clocks.png
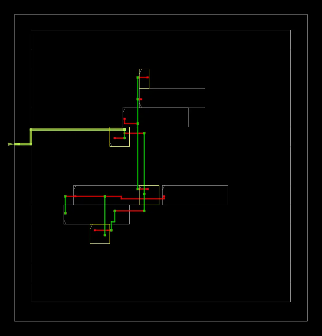
placement_by_type.png
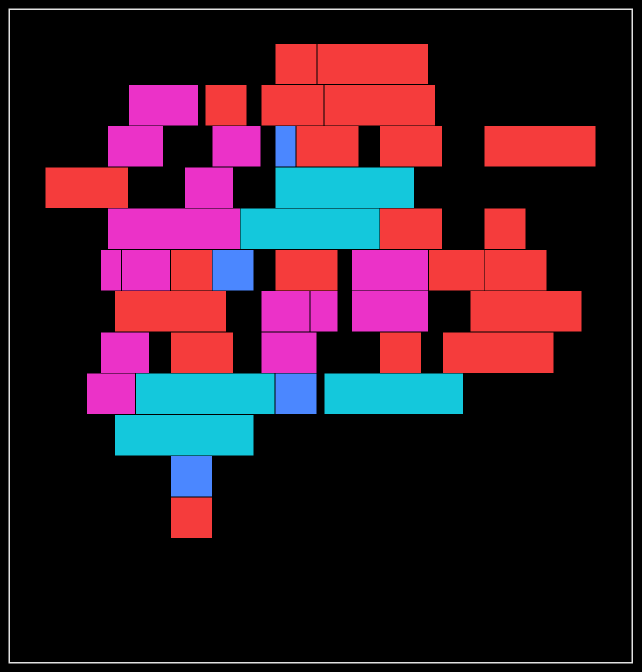
===== config.mk =====
export PLATFORM = sky130hd
export DESIGN_NAME = updown_counter_n
export DESIGN_NICKNAME = d
export VERILOG_FILES = /design/src/rtl/udcnt_pkg.sv /design/src/rtl/t_cell_ar.sv /design/src/rtl/updown_counter_n.sv
export SDC_FILE = /design/constraint.sdc
export NUM_CORES = 1
export LEC_CHECK = 0
export CAP_MARGIN = 30
export CORE_AREA = 2 2 39 41
export DETAILED_ROUTE_END_ITERATION = 8
export DIE_AREA = 0 0 41 43
export HOLD_SLACK_MARGIN = 0.15
export SLEW_MARGIN = 5
export SYNTH_ARGS = -nofsm -noshare
export SYNTH_HDL_FRONTEND = slang
export SYNTH_SLANG_ARGS = --single-unit

===== constraint.sdc =====
create_clock -name clk -period 1.4 [get_ports clk]
set_input_delay 0.28 -clock clk [delete_from_list [all_inputs] [get_ports clk]]
set_output_delay 0.28 -clock clk [all_outputs]
set_load 0.05 [all_outputs]

===== src/rtl/udcnt_pkg.sv =====
// Shared constants for the up/down counter: direction and mode encodings
// and the default counter width.
package udcnt_pkg;

    localparam logic DIR_UP   = 1'b0;
    localparam logic DIR_DOWN = 1'b1;

    localparam int MODE_WRAP = 0;
    localparam int MODE_SAT  = 1;

    localparam int DEFAULT_WIDTH = 4;

endpackage


===== src/rtl/t_cell_ar.sv =====
// Single-bit toggle cell: falling-edge flop with asynchronous active-low
// reset, synchronous load (dominant) and toggle enable.
module t_cell_ar (
    input  logic clk,
    input  logic rst_n,
    input  logic t_i,
    input  logic ld_i,
    input  logic ld_val_i,
    output logic q_o
);

    logic q_q;
    logic q_d;

    always_comb begin
        q_d = q_q;
        if (ld_i) begin
            q_d = ld_val_i;
        end else if (t_i) begin
            q_d = ~q_q;
        end
    end

    always_ff @(negedge clk or negedge rst_n) begin
        if (!rst_n) begin
            q_q <= 1'b0;
        end else begin
            q_q <= q_d;
        end
    end

    assign q_o = q_q;

endmodule


===== src/rtl/updown_counter_n.sv =====
// Parametrised falling-edge up/down counter built from toggle cells, with
// programmable modulus, wrap/saturate mode, terminal count and overflow pulse.
// Parallel load is compiled in only when UDCNT_LOAD_EN is defined.
module updown_counter_n
    import udcnt_pkg::*;
#(
    parameter int WIDTH    = DEFAULT_WIDTH,
    parameter int MODULUS  = 2**WIDTH,
    parameter int SATURATE = MODE_WRAP
) (
    input  logic             clk,
    input  logic             rst_n,
    input  logic             en,
    input  logic             x,
    input  logic             load,
    input  logic [WIDTH-1:0] d,
    output logic [WIDTH-1:0] Q,
    output logic             tc,
    output logic             ovf
);

    localparam logic [WIDTH-1:0] MAX_VAL  = WIDTH'(MODULUS - 1);
    localparam logic [WIDTH:0]   MOD_EXT  = (WIDTH+1)'(MODULUS);
    localparam bit               FULL_MOD = (MODULUS == (1 << WIDTH));
    localparam bit               SAT_MODE = (SATURATE == MODE_SAT);

    logic [WIDTH-1:0] q_cells;
    logic [WIDTH-1:0] ones_below;
    logic [WIDTH-1:0] zeros_below;
    logic [WIDTH-1:0] tog;
    logic [WIDTH-1:0] cell_ld_val;
    logic [WIDTH-1:0] wrap_val;
    logic [WIDTH-1:0] load_val;
    logic             cell_ld;
    logic             ext_ld;
    logic             at_end;
    logic             ovf_q;
    logic             ovf_d;

    assign at_end   = (x == DIR_UP) ? (q_cells == MAX_VAL) : (q_cells == '0);
    assign tc       = en & at_end;
    assign wrap_val = (x == DIR_UP) ? '0 : MAX_VAL;

`ifdef UDCNT_LOAD_EN
    assign ext_ld   = load;
    assign load_val = ({1'b0, d} >= MOD_EXT) ? MAX_VAL : d;
`else
    logic unused_load;
    assign ext_ld      = 1'b0;
    assign load_val    = '0;
    assign unused_load = ^{load, d};
`endif

    // Ripple conditions: bit k toggles when every lower bit is 1 (up) or 0 (down).
    always_comb begin
        ones_below     = '0;
        zeros_below    = '0;
        ones_below[0]  = 1'b1;
        zeros_below[0] = 1'b1;
        for (int k = 1; k < WIDTH; k++) begin
            ones_below[k]  = ones_below[k-1] & q_cells[k-1];
            zeros_below[k] = zeros_below[k-1] & ~q_cells[k-1];
        end
    end

    always_comb begin
        cell_ld     = 1'b0;
        cell_ld_val = '0;
        tog         = '0;
        if (ext_ld) begin
            cell_ld     = 1'b1;
            cell_ld_val = load_val;
        end else if (tc) begin
            // Boundary: saturate holds; a short modulus forces the wrap value.
            if (!SAT_MODE && !FULL_MOD) begin
                cell_ld     = 1'b1;
                cell_ld_val = wrap_val;
            end else if (!SAT_MODE) begin
                tog = '1;
            end
        end else if (en) begin
            tog = (x == DIR_UP) ? ones_below : zeros_below;
        end
    end

    genvar i;
    generate
        for (i = 0; i < WIDTH; i++) begin : g_bit
            t_cell_ar u_cell (
                .clk      (clk),
                .rst_n    (rst_n),
                .t_i      (tog[i]),
                .ld_i     (cell_ld),
                .ld_val_i (cell_ld_val[i]),
                .q_o      (q_cells[i])
            );
        end
    endgenerate

    assign ovf_d = ext_ld ? 1'b0 : tc;

    always_ff @(negedge clk or negedge rst_n) begin
        if (!rst_n) begin
            ovf_q <= 1'b0;
        end else begin
            ovf_q <= ovf_d;
        end
    end

    assign Q   = q_cells;
    assign ovf = ovf_q;

endmodule


==> flow_metrics.tcl <==
# place-and-route summary
set metrics [dict create \
    status "finished, violations left" \
    violations "setup timing" \
    log.warning_count 34 \
    avgSynthCellArea_um2 11.8 \
    fin_tns_setup_ns -4.34 \
    rrSetupSlack_ns 0.10 \
    die-height_um 43 \
    cp_max_fo 3 \
    yosysWarnings 0 \
    antenna_found_initial 0 \
    arrival_ns 2.12 \
    r2r-start "g_bit[1].u_cell.q_o" \
    io_pins 15 \
    core_area_mm2 0.00138 \
    grt_overflow 0 \
    logic_area_um2 145 \
    ys_chip_area_um2 272 \
    final_antenna_net_count 0 \
    numSequentialCells 5 \
    clockRootBuffer "clkbuf_4" \
    critPathCaptureType "output pin" \
    clock_cell_area_share_pct 4.49 \
    aoi_share_pct 3.69 \
    cts_buffers 3 \
    num-nonclk-buffers 21 \
    post-route-util_pct 42.3 \
    yosysMostFrequentCell "dfrtn_1" \
    route.detailed.drc 0 \
    yosysTopAreaCell "dfrtn_1" \
    cts_max_level 1 \
    cts_tree "done" \
    top_usage_layer "met2" \
    grt.met2_usage_pct 12.2 \
    top_area_share_pct 46.1 \
    inverters 0 \
    grtUsageMet3_pct 4.71 \
    setup_viol 8 \
    grt_use_total_pct 9.10 \
    cts_buffer_depth 2 \
    ys_seq_elements 5 \
    powerDensity_mw_per_mm2 2620 \
    ys_seq_share_pct 46.1 \
    crit_end "tc" \
    grt_pass1_wl_um 966 \
    die-area_mm2 0.00176 \
    rr_endpoint "ovf" \
    cts_resized 13 \
    diodes 0 \
    seq_area_um2 125 \
    vdd_drop_max_mv 1.04 \
    crit_start "g_bit[0].u_cell.q_o" \
    common_cells "5 x dfrtn_1, 4 x buf_4, 3 x xnor2_1" \
    first_global_vias 236 \
    ctsHoldBuffers 0 \
    fin_cells 60 \
    top_cells_by_area "dfrtn_1 46%, buf_4 11%, xnor2_1 9.7%" \
    fp-utilization_pct 19.6 \
    setup_slack_ns -0.997 \
    drive_gt1_share_pct 65.9 \
    dr.pass1.iters 1 \
    nFillCells 131 \
    synthMuxAreaShare_pct 3.69 \
    tap_cells 16 \
    io_buffer_count 9 \
    grt_max_degree 6 \
    clk_latency_ns 0.25 \
    synth_cell_type_count 12 \
    hp-class "flip-flop to flip-flop" \
    dp.cells 50 \
    dpl_cell_area_um2 464 \
    finalMaxSlewViolations 0 \
    ys.flop_type "dfrtn_1" \
    synth-edff-count 0 \
    clk_pin_slew_worst_paths_ns 0.03 \
    timing.slew.headroom_pct 83.0 \
    rows 14 \
    xor_area_share_pct 16.1 \
    critPathLaunchType "flip-flop" \
    syn_area_um2 272 \
    hold_viol_final 0 \
    largest_class "non-clock buffers" \
    ys_cells 23 \
    max-cap-violations 0 \
    floorplan.nets 32 \
    num_vias 241 \
    comb_area_share_pct 24.8 \
    stdcell_area_um2 586 \
    routed_wl_um 661 \
    async_reset_ff_share_pct 100 \
    reg2reg_depth 5 \
    drt-initial-drc-count 0 \
    seq_share_pct 21.4 \
    post_cts_buffers 2 \
    met1_usage_pct 9.87 \
    worst-setup-path-type "flip-flop to output pin" \
    ys_sh_simple_pct 19.4 \
    via_per_inst 4.02 \
    max_slew.worst_pin.slew_ns 0.254 \
    die_w_um 41 \
    cp.required_ns 1.12 \
    routabilityCongestion 0.655 \
    ys_sh_adder_pct 0 \
    area_growth_pct 116 \
    logic_family "simple AND/OR/NAND/NOR gates" \
    min_path_cells 2 \
    area_share_nonclk_buffers_pct 45.9 \
    cellLeakagePower_nw 0.264 \
    netlist_instances 23 \
    finalNetCount 54 \
    routedWlPerCell_um 11.0 \
    rsz0062_at_grt "true" \
    comb.multi_input.count 14 \
]
Back to the opening pictures, clocks.png:
clk_buf instances: 4
Setup Skew: 0.000344 ns
CTS sink count: 5
Power Clock: 0.166 mW

Back to the opening pictures, placement_by_type.png:
Key: flops = cyan [cells 5, share of their area 22%]; combinational and other logic = magenta [cells 14, share of their area 26%]; other buffers and delay cells = red [cells 21, share of their area 48%]; clock drivers and dummy loads = blue [cells 4, share of their area 4.6%]

## power breakdown
part,switching [mW],internal [mW]
Clock,0.0578,0.108
Combinational,0.457,0.602
Sequential,0.0937,0.216
Total,0.609,0.925
## routing by layer
layer / part of all wire, % / vias to the layer above
met5: 0 / -
met4: 0 / 0
met3: 8.0 / 0
met2: 51 / 8
met1: 41 / 117
li1: - / 116
## critical path, stage by stage (launching register included)
cell and delay (ns):
dfrtn_1 0.39, nor4b_4 0.34, mux2i_2 0.14, nor2b_4 0.16
buf_12 0.14
## through the flow
step,hold WS (ns),worst slack [ns],power [mW]
2_1_floorplan,0.442,-0.722,0.791
3_3_place_gp,0.561,-0.789,1.15
3_5_place_dp,0.574,-0.822,1.16
4_1_cts,0.565,-0.996,1.39
5_1_grt,0.630,-1.06,1.61
6_report,0.621,-0.997,1.53
## registers in the layout, indices dropped and copies added, names as in the netlist
register,cells
g_bit.u_cell.q_o,4
ovf,1
## cells in the final DEF, fill, tap and decap left out, drive strengths merged
master,count
clkdlybuf4s50,1
clkdlybuf4s15,1
nor2b,1
nand2,1
nor4b,1
dfrtn,5
buf,19
xor2,2
o21ai,2
and3b,1
clkbuf,4
mux2i,1
and4b,1
xnor2,3
nor3b,1
## worst min-delay path by stage
stage                          endpoint  slack, ns                start
finish              g_bit[1].u_cell.q_o       0.62  g_bit[1].u_cell.q_o
global route        g_bit[1].u_cell.q_o       0.63  g_bit[1].u_cell.q_o
CTS                 g_bit[3].u_cell.q_o       0.56  g_bit[3].u_cell.q_o
detailed placement  g_bit[3].u_cell.q_o       0.57  g_bit[3].u_cell.q_o
global placement    g_bit[1].u_cell.q_o       0.56  g_bit[1].u_cell.q_o
floorplan           g_bit[3].u_cell.q_o       0.44  g_bit[3].u_cell.q_o
No activity file was given, so power comes from the tool's default toggle rates.
